<file path="config.mk">
export PLATFORM = sky130hd
export DESIGN_NAME = i2s_rx
export DESIGN_NICKNAME = d
export VERILOG_FILES = /design/src/rtl/i2s_pkg.sv /design/src/rtl/i2s_pin_sync.sv /design/src/rtl/i2s_rx.sv
export SDC_FILE = /design/constraint.sdc
export NUM_CORES = 1
export LEC_CHECK = 0
export CAP_MARGIN = 20
export CORE_MARGIN = 4
export CORE_UTILIZATION = 45
export CTS_CLUSTER_DIAMETER = 200
export DETAILED_ROUTE_END_ITERATION = 10
export GPL_TIMING_DRIVEN = 0
export RECOVER_POWER = 50
export SLEW_MARGIN = 0
export SYNTH_ARGS = -nofsm -noshare
export SYNTH_HDL_FRONTEND = slang
export SYNTH_SLANG_ARGS = --single-unit
</file>
<file path="constraint.sdc">
create_clock -name clk -period 14 [get_ports clk]
set_clock_uncertainty 0.15 [all_clocks]
set_input_delay 4.2 -clock clk [delete_from_list [all_inputs] [get_ports clk]]
set_output_delay 4.2 -clock clk [all_outputs]
set_load 0.005 [all_outputs]
</file>
<file path="src/rtl/i2s_pkg.sv">
// Shared I2S definitions: default word sizing, receiver state encoding and
// ws channel codes common to the transmit and receive paths.
package i2s_pkg;

  localparam int WORD_W_DEF = 32;
  localparam int CNT_W_DEF  = 6;

  localparam logic WS_LEFT  = 1'b0;
  localparam logic WS_RIGHT = 1'b1;

  typedef enum logic [1:0] {
    SYNC,
    LEFT,
    RIGHT
  } state_t;

endpackage

</file>
<file path="src/rtl/i2s_pin_sync.sv">
// Two-flop pin synchroniser. With EDGE=1 the output is instead a one-clk
// registered pulse on each rising edge of the synchronised level.
module i2s_pin_sync #(
  parameter bit EDGE = 1'b0
) (
  input  logic clk,
  input  logic rst,
  input  logic d,
  output logic q
);

  logic s1;
  logic s2;

  always_ff @(posedge clk or posedge rst) begin
    if (rst) begin
      s1 <= 1'b0;
      s2 <= 1'b0;
    end else begin
      s1 <= d;
      s2 <= s1;
    end
  end

  generate
    if (EDGE) begin : g_edge
      logic s2_d;
      always_ff @(posedge clk or posedge rst) begin
        if (rst) begin
          s2_d <= 1'b0;
          q    <= 1'b0;
        end else begin
          s2_d <= s2;
          q    <= s2 & ~s2_d;
        end
      end
    end else begin : g_level
      assign q = s2;
    end
  endgenerate

endmodule

</file>
<file path="src/rtl/i2s_rx.sv">
// I2S receiver: deserialises standard-framed left/right words into stereo
// pairs on a valid/ready output. Define I2S_RX_OVERRUN_CNT_EN for overrun_cnt/cnt_clr.
module i2s_rx
  import i2s_pkg::*;
#(
  parameter int WORD_W = WORD_W_DEF,
  parameter int CNT_W  = CNT_W_DEF
) (
  input  logic              clk,
  input  logic              rst,
  input  logic              sck,
  input  logic              ws,
  input  logic              sd,
  output logic [WORD_W-1:0] out_left,
  output logic [WORD_W-1:0] out_right,
  output logic              out_valid,
  input  logic              out_ready,
  output logic              overrun
`ifdef I2S_RX_OVERRUN_CNT_EN
  ,
  input  logic              cnt_clr,
  output logic [7:0]        overrun_cnt
`endif
);

  logic sck_rise;
  logic ws_s;
  logic sd_s;

  i2s_pin_sync #(.EDGE(1'b1)) u_sck (.clk(clk), .rst(rst), .d(sck), .q(sck_rise));
  i2s_pin_sync #(.EDGE(1'b0)) u_ws  (.clk(clk), .rst(rst), .d(ws),  .q(ws_s));
  i2s_pin_sync #(.EDGE(1'b0)) u_sd  (.clk(clk), .rst(rst), .d(sd),  .q(sd_s));

  state_t            state;
  logic              ws_last;
  logic [CNT_W-1:0]  bit_cnt;
  logic [WORD_W-1:0] shreg;
  logic [WORD_W-1:0] left_hold;

  logic [WORD_W-1:0] sh_next;
  logic [WORD_W-1:0] commit;
  logic [31:0]       cnt_ext;
  logic [31:0]       captured;
  logic              shift_in;
  logic              pair_commit;
  logic              drop;

  // The boundary bit is the closing word's LSB, so commit sees the shift
  // including this edge's bit; the result is left-aligned to WORD_W.
  always_comb begin
    cnt_ext     = 32'(bit_cnt);
    shift_in    = cnt_ext < 32'(WORD_W);
    sh_next     = shift_in ? {shreg[WORD_W-2:0], sd_s} : shreg;
    captured    = shift_in ? cnt_ext + 32'd1 : 32'(WORD_W);
    commit      = (bit_cnt == '0) ? '0 : sh_next << (32'(WORD_W) - captured);
    pair_commit = sck_rise && (ws_s != ws_last) && (state == RIGHT);
    drop        = pair_commit && out_valid && !out_ready;
  end

  always_ff @(posedge clk or posedge rst) begin
    if (rst) begin
      state     <= SYNC;
      ws_last   <= 1'b0;
      bit_cnt   <= '0;
      shreg     <= '0;
      left_hold <= '0;
      out_left  <= '0;
      out_right <= '0;
      out_valid <= 1'b0;
      overrun   <= 1'b0;
    end else begin
      overrun <= 1'b0;
      if (out_valid && out_ready)
        out_valid <= 1'b0;
      if (pair_commit) begin
        if (drop) begin
          overrun <= 1'b1;
        end else begin
          out_left  <= left_hold;
          out_right <= commit;
          out_valid <= 1'b1;
        end
      end

      if (sck_rise) begin
        ws_last <= ws_s;
        unique case (state)
          SYNC: begin
            if (ws_s == WS_LEFT && ws_last == WS_RIGHT) begin
              state   <= LEFT;
              bit_cnt <= '0;
              shreg   <= '0;
            end
          end
          LEFT, RIGHT: begin
            if (ws_s != ws_last) begin
              if (state == LEFT)
                left_hold <= commit;
              shreg   <= '0;
              bit_cnt <= '0;
              state   <= (state == LEFT) ? RIGHT : LEFT;
            end else begin
              shreg <= sh_next;
              if (!(&bit_cnt))
                bit_cnt <= bit_cnt + CNT_W'(1);
            end
          end
          default: state <= SYNC;
        endcase
      end
    end
  end

`ifdef I2S_RX_OVERRUN_CNT_EN
  always_ff @(posedge clk or posedge rst) begin
    if (rst)
      overrun_cnt <= '0;
    else if (cnt_clr)
      overrun_cnt <= '0;
    else if (drop && overrun_cnt != 8'hFF)
      overrun_cnt <= overrun_cnt + 8'd1;
  end
`endif

endmodule

</file>
Met2 routing:
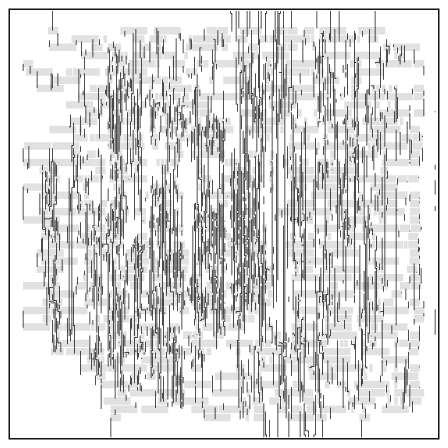
wire length on this layer: 9660 um
main direction: vertical
nets with wire on the layer: 770
share of all routed wire: 45%
number of vias in the routed layout: 6727
post-detailed-routing wire length: 21400 um

Where the registers sit:
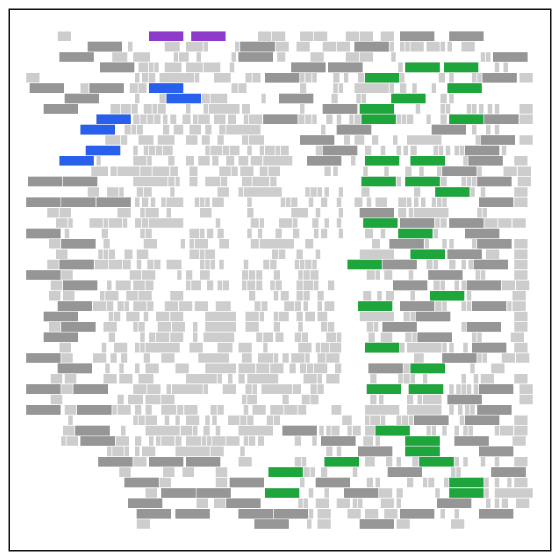
[green] `left_hold` | flops: 32 | where: a vertical strip on the right
[purple] `state` | flops: 2
[blue] `bit_cnt` | flops: 6 | where: top left
flop share of the area: 0.385
power in sequential cells: 0.000494 W
utilization after layout: 0.550
footprint of the flip-flops and latches: 3680 sq um

==> design notes <==
The effective utilization at floorplan is 0.462. The combined global-route utilization of all metal layers is 0.220. The yosys stat chip area was 8020 sq um.

Cell internal power was estimated by the tool at 0.000940 W. The latest clock arrival within the worst-skew pair is 430 ps, and the cell count along the critical path is 18. The die outline width came out at 142 um. The detailed placer's ending HPWL was 16100 um; the sequential group share of total power was 0.317. The run gives 0.327 for the global routing met2 resource utilization. The run gives 225 for the tap cell count. The switching part of the total is 0.397, and the total area of multi-input combinational cells is 3990 sq um. Clock network power for this build is 0.000432 W.

The commonest cells after synthesis are 192 x sky130_fd_sc_hd__nand2_1, 147 x sky130_fd_sc_hd__dfrtp_1, 69 x sky130_fd_sc_hd__o21ai_0. The critical path's slowest stage uses the library cell sky130_fd_sc_hd__xnor2_1. The routed layout reports a DRC error count of 0.

The via count of the first global-routing pass is 6377. The overall die size recorded for this design is 20000 sq um. The power report lists the combinational group at 0.000635 W. The worst hold path was traced through 0 stages. The most heavily used metal layer in global routing is met2.

Data arrives at the worst endpoint at 7180 ps. The pin closest to its max-slew limit shows a slew of 2590 ps. The worst setup slack before clock tree synthesis is 7480 ps. Post-synthesis adder-cell area fraction: 0.0172. The count of maximum capacitance violations was 1; the I/O pin count was 72. For reference, the critical path cell chain is clkbuf_1 -> clkbuf_1 -> clkbuf_1 -> clkbuf_1 -> inv_1 -> ha_1 -> nand2_1 -> ha_1 -> clkbuf_1 -> inv_1 -> xnor2_1 -> clkbuf_1 -> clkbuf_1 -> mux2i_1 -> mux2i_1 -> mux2i_1 -> a21oi_1 -> o21ai_0. Ratio of cells with drive above 1 in the final layout: 0.0768. The cell area that synthesis handed to floorplanning was 8020 sq um. The cell repeated most along the worst path was sky130_fd_sc_hd__clkbuf_1. The flow measured a signed area growth from synthesis to layout of 18.9%.

The clock net in this run drives a total of 147 sinks. Wire segments on met3 add up to 1080 um in the final route. In the detailed route, the total length drawn on met2 is 9660 um. The checks that failed: capacitance limit, slew limit. The kind of cell adding the most delay to the critical path is buffers and inverters.

The area share of the leading cell type in the synthesized netlist was 0.459; the post-synthesis sequential area ratio was 0.459. TritonCTS built the clock tree. The required time at the endpoint of the critical path is 14140 ps.

The average detailed-routed wire length per instance was 17.8 um. Leakage power total: 4.15 nW. The count of H-tree levels built during CTS came out at 4. The critical path in the final layout is reported with a setup slack of 6960 ps. STA shows the worst reg2reg path with a cell count of 18. The number of pins exceeding their max-slew limit in the final report was 59. Total buffers and inverters traversed by the critical path: 9.

With the share of final layout cell area taken by clock buffers and inverters at 0.0585, the net switching component of the power is 0.000620 W. The critical path is of the reg2reg type. The number of flops mapped to enable cells by yosys came out at 0. Among the non-sequential cells, simple AND/OR/NAND/NOR gates take the most area. The tools report the worst setup path endpoint as out_right[16]. The final instance area came out at 9540 sq um. The tools report the clock buffer instance count of the final layout as 18. Number of buffers inserted for hold repair after clock tree synthesis: 0.

The library cells used most frequently in the layout, excluding fill and tap cells, are 192 x sky130_fd_sc_hd__nand2_1, 147 x sky130_fd_sc_hd__dfrtp_1, 71 x sky130_fd_sc_hd__o21ai_0. Timing would allow up to 142 MHz. According to the cell report, the number of logic gates is 648. On the worst path, the slowest cell contributes a delay of 780 ps.

The warning tally printed by Yosys for this design is 0. For the number of flip-flops and latches, the log shows 147. The power per cell area is 163 nW/um^2. The run gives 0.418 for the fraction of standard cell area in multi-input logic. The run gives 0.104 for the non-clock buffer area fraction after layout. The number of setup buffers added after CTS is 0. The clock passes through at most 2 buffers.

STA classifies the critical path endpoint as a flip-flop. For the worst min-delay path, the startpoint reported by OpenROAD is u_ws.s1. The synthesis stat section lists a flop and latch total of 147. The fraction of synthesized cell area in xor and xnor cells was 0.0111.

In the final design, more cell area goes to combinational gates than to any other class. Summed over all failing endpoints, the final setup total negative slack is 0 ps. The run gives 0.407 for the portion of total power attributed to combinational logic. Endpoints failing hold in the final report were tallied at 0. The initial antenna violation count is 0, and the cell area after placement is 9050 sq um. The tree is rooted in a sky130_fd_sc_hd__clkbuf_16. OpenSTA lists the critical path startpoint as bit_cnt[0]. The run gives 0.188 for the synthesized-area fraction occupied by and/or/nand/nor cells. Looking at the hold checks, the worst path lands on u_ws.q.

The library cell with the highest instance count after synthesis is sky130_fd_sc_hd__nand2_1. The post-CTS clock slew at the launch and capture registers of the worst setup and hold paths is 70 ps, and the number of non-clock inverters in the layout is 11. At floorplan, the net count of the design was reported as 888. The flow ran to the end, but the final reports show violations. The first routing iteration left 420 violations. In the final layout, excluding clock buffers the buffer count is 138.

For the worst ir drop on vdd, the log shows 0.0953 mV. Entering global routing, the biggest net connects 90 pins. The heaviest power group was combinational cells. Routability congestion estimate: 0.948. The met3 demand-to-capacity share in global routing came out at 0.0391.
No activity file was given, so power comes from the tool's default toggle rates.
